**Wires at chosen ports, followed through buffers**

(12 px per µm)
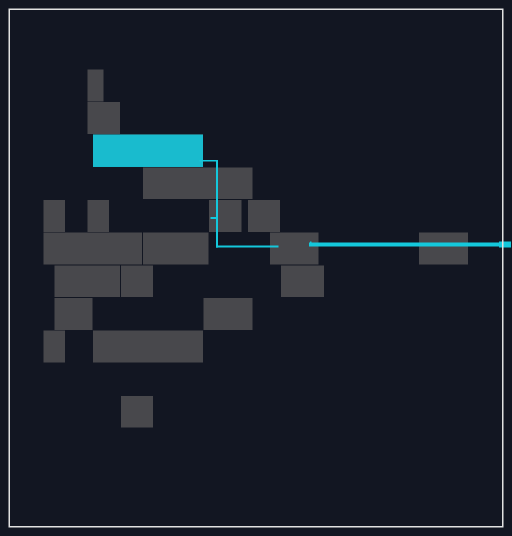
**Clock wires, drivers and flops**

(6 px per µm)
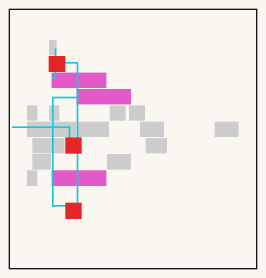
**Floorplan with the power grid**

(8 px per µm) Pins as bars on the die edge.
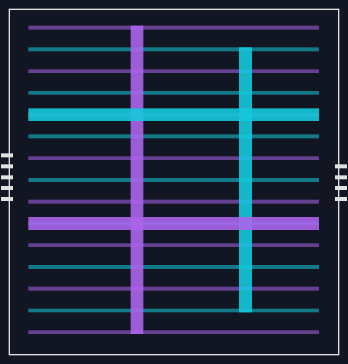
[src/rtl/full_adder_pkg.sv]
// Shared definitions for the full_adder family: width limit and the carry
// majority function used by every carry-generation variant.
package full_adder_pkg;

    localparam int FA_MAX_WIDTH = 64;

    function automatic logic fa_majority(input logic a, input logic b, input logic c);
        return (a & b) | (a & c) | (b & c);
    endfunction

endpackage

[src/rtl/fa_cell.sv]
// Purely combinational 1-bit full adder cell; the building block of the
// ripple chain in full_adder.
module fa_cell
    import full_adder_pkg::*;
(
    input  logic a,
    input  logic b,
    input  logic ci,
    output logic s,
    output logic co
);

    assign s  = a ^ b ^ ci;
    assign co = fa_majority(a, b, ci);

endmodule

[src/rtl/full_adder.sv]
// Registered WIDTH-bit ripple-carry adder with a one-cycle valid pipeline.
// Define FULL_ADDER_OVF_EN to add a registered signed-overflow output ovf.
module full_adder
    import full_adder_pkg::*;
#(
    parameter int WIDTH = 1
) (
    input  logic             clk,
    input  logic             rst_n,
    input  logic [WIDTH-1:0] a,
    input  logic [WIDTH-1:0] b,
    input  logic             cin,
    input  logic             in_vld,
    output logic [WIDTH-1:0] sum,
    output logic             cout,
    output logic             out_vld
`ifdef FULL_ADDER_OVF_EN
    ,
    output logic             ovf
`endif
);

    logic [WIDTH:0]   carry;
    logic [WIDTH-1:0] sumRaw;

    logic [WIDTH-1:0] sum_q,  sum_d;
    logic             cout_q, cout_d;
    logic             vld_q,  vld_d;

    assign carry[0] = cin;

    for (genvar i = 0; i < WIDTH; i++) begin : g_chain
        fa_cell u_cell (
            .a  (a[i]),
            .b  (b[i]),
            .ci (carry[i]),
            .s  (sumRaw[i]),
            .co (carry[i+1])
        );
    end

    // Results only load on a valid sample, so idle inputs never reach the outputs.
    always_comb begin
        sum_d  = sum_q;
        cout_d = cout_q;
        vld_d  = in_vld;
        if (in_vld) begin
            sum_d  = sumRaw;
            cout_d = carry[WIDTH];
        end
    end

    always_ff @(posedge clk or negedge rst_n) begin
        if (!rst_n) begin
            sum_q  <= '0;
            cout_q <= 1'b0;
            vld_q  <= 1'b0;
        end else begin
            sum_q  <= sum_d;
            cout_q <= cout_d;
            vld_q  <= vld_d;
        end
    end

    assign sum     = sum_q;
    assign cout    = cout_q;
    assign out_vld = vld_q;

`ifdef FULL_ADDER_OVF_EN
    logic ovf_q, ovf_d;

    // Signed overflow: carry into the sign bit differs from carry out of it.
    always_comb begin
        ovf_d = ovf_q;
        if (in_vld) begin
            ovf_d = carry[WIDTH] ^ carry[WIDTH-1];
        end
    end

    always_ff @(posedge clk or negedge rst_n) begin
        if (!rst_n) begin
            ovf_q <= 1'b0;
        end else begin
            ovf_q <= ovf_d;
        end
    end

    assign ovf = ovf_q;
`endif

endmodule

[config.mk]
export PLATFORM = sky130hd
export DESIGN_NAME = full_adder
export DESIGN_NICKNAME = d
export VERILOG_FILES = /design/src/rtl/full_adder_pkg.sv /design/src/rtl/fa_cell.sv /design/src/rtl/full_adder.sv
export SDC_FILE = /design/constraint.sdc
export NUM_CORES = 1
export LEC_CHECK = 0
export CORE_AREA = 2 2 39 41
export DETAILED_ROUTE_END_ITERATION = 10
export DIE_AREA = 0 0 41 43
export SLEW_MARGIN = 5
export SYNTH_ARGS = -nofsm -noshare
export SYNTH_HDL_FRONTEND = slang
export SYNTH_SLANG_ARGS = --single-unit
[constraint.sdc]
create_clock -name clk -period 1 [get_ports clk]
set_input_delay 0.3 -clock clk [delete_from_list [all_inputs] [get_ports clk]]
set_output_delay 0.3 -clock clk [all_outputs]
set_load 0.03 [all_outputs]
==> metrics.csv <==
stage;metric;value;unit
sta;setup_viol;3;
synthesis;synth_cells;6;
detailed_routing;drt-total-wl;322;µm
synthesis;synth_seq_share;63.8;%
cts;tritoncts;yes;
finish;area_growth_syn_to_layout;118;%
grt;grt_usage;5.15;%
run_status;status;finished, violations left;
finish;layout.nets;28;
worst_setup_path;r2r_cells;2;
power_and_ir_drop;top_power_group;clock;
die;initCoreUtil;8.50;%
hold_path;hold_class;in2async;
worst_setup_path;slowest_delay;390;ps
synthesis;top_area_share;63.8;%
grt;grt_pass1_vias;129;
worst_setup_path;path_depth;1;
power_and_ir_drop;p_sw_share;26.4;%
detailed_routing;postRouteAntennaNets;0;
finish;drive_above_1_share;70.0;%
power_and_ir_drop;p_sw;0.130;mW
grt;overflow;0;
finish;finalNonFillerCells;36;
synthesis;avgSynthCellArea;19.6;µm²
job;drv_cap;0;
synthesis;yosys.area.top_type;dfrtp_1;
worst_setup_path;worstPathCellList;buf_6;
cts;clkSlewWorstSetupHoldPaths;40;ps
power_and_ir_drop;seqPwrFrac;30.2;%
worst_setup_path;setup.worst_path.start_class;flip-flop;
sta;timing.fmax;941;MHz
job;warnings;29;
synthesis;ys_cells;6;
die;core;1380;µm²
die;io_pins;9;
placement;placed_area;216;µm²
sta;hold_viol;0;
synthesis;yosys.area_share.aoi;0;%
finish;inverters;0;
synthesis;top_logic_kind;multiplexers;
die;chip_area;1760;µm²
synthesis;adder_share;17.0;%
sta;slew_violations;0;
sta;finalClockPeriodUsage;106;%
synthesis;synthArstFlopShare;100;%
cts;clockRootBuffer;clkbuf_4;
cts;clk_path_buf_depth;2;
finish;comb_area_share;20.5;%
worst_setup_path;reg2reg_to;cout;
placement;portBuffers;8;
finish;largestClassByArea;non-clock buffers;
sta;max-slew-margin-rel;89.4;%
detailed_routing;met2_length;139;µm
cts;cts_buffers;3;
detailed_routing;drc;0;
placement;dp_cells;30;
grt;met2_usage;5.31;%
worst_setup_path;cp_top_family;flip-flops;
grt;grt_antenna_before_repair;0;
worst_setup_path;worstPathRequired;700;ps
synthesis;synth-edff-count;0;
finish;flops;3;
die;n_tap_cell;16;
finish;fill_cells;155;
sta;period_needed;1060;ps
finish;regArea;75.1;µm²
worst_setup_path;reg2reg_slack;110;ps
worst_setup_path;crit_path_start;sum;
grt;grt_max_degree;4;
detailed_routing;drt_iter0_drc;0;
grt;grt_pass1_wl;503;µm
finish;final_util;18.5;%
sta;layout_setup_ws;-63.0;ps
detailed_routing;top_layer_used;met3;
detailed_routing;vias;105;
synthesis;syn-num-nets;13;
worst_setup_path;cp_num_buf_inv;1;
synthesis;synth.cell_area;118;µm²
placement;place.gp.congestion;0.588;
synthesis;ff_type;dfrtp_1;
power_and_ir_drop;power.density;1920;nW/µm²
cts;post-cts-setup-buffers;2;
finish;antenna-diode-count;0;
finish;final_cell_mix;3 x clkbuf_4, 3 x dfrtp_1, 3 x buf_2, 3 x buf_6;
sta;finalSetupTns;-148;ps
placement;pre_cts_slack;-612;ps
worst_setup_path;criticalPathCategory;reg2out;
detailed_routing;avgViaCountPerCell;2.92;
sta;worst_hold_slack;253;ps
cts;htreeDepth;1;
run_status;violations;setup timing;
synthesis;synth-xor-area-share;0;%
finish;clock_area_share;10.2;%
detailed_routing;met3RoutedLength;61;µm
grt;grt_util_met1;5.56;%
detailed_routing;m1WireLength;121;µm
power_and_ir_drop;total_power;0.491;mW
grt;gr-usage-met3;2.62;%
synthesis;simple_gate_area_share;0;%
detailed_routing;drt_first_pass_iters;1;
grt;global_route.peak_usage_layer;met4;
worst_setup_path;crit_end;sum;
power_and_ir_drop;pwr-share-comb;26.7;%
cts;hold_buffers;0;
power_and_ir_drop;p_leak;0.122;nW
worst_setup_path;end_kind;primary output;
synthesis;ys_types;3;
synthesis;top_cell;dfrtp_1;
cts;cts.sinks;3;
sta;tightest_slew;158;ps
## Picture notes: 'wires at chosen ports, followed through buffers'
- cyan: `cout` (bits 1; direction output; edge right; end cells 1; wire 29.7 µm)

## Picture notes: 'clock wires, drivers and flops'
- magenta: flip-flops (count 3)
- red: cells driving clock nets (count 3)
- cyan: clock wires (length 73.9 µm)
- routed clock nets: 4
clk_skew: 0 ps
clock network power: 0.212 mW
clock power share: 43.2%
clock latency at the later pin of the worst-skew pair: 230 ps

## Picture notes: 'floorplan with the power grid'
- cyan: VDD
- purple: VSS
- met1 rails: 15
- met5 straps: 2
- rows: 14
- met4 straps: 2
Die Y: 43 µm
die width: 41 µm
worst vdd ir: 0.000484 V

Power figures rest on the tool's default switching activity, not on a simulated workload.
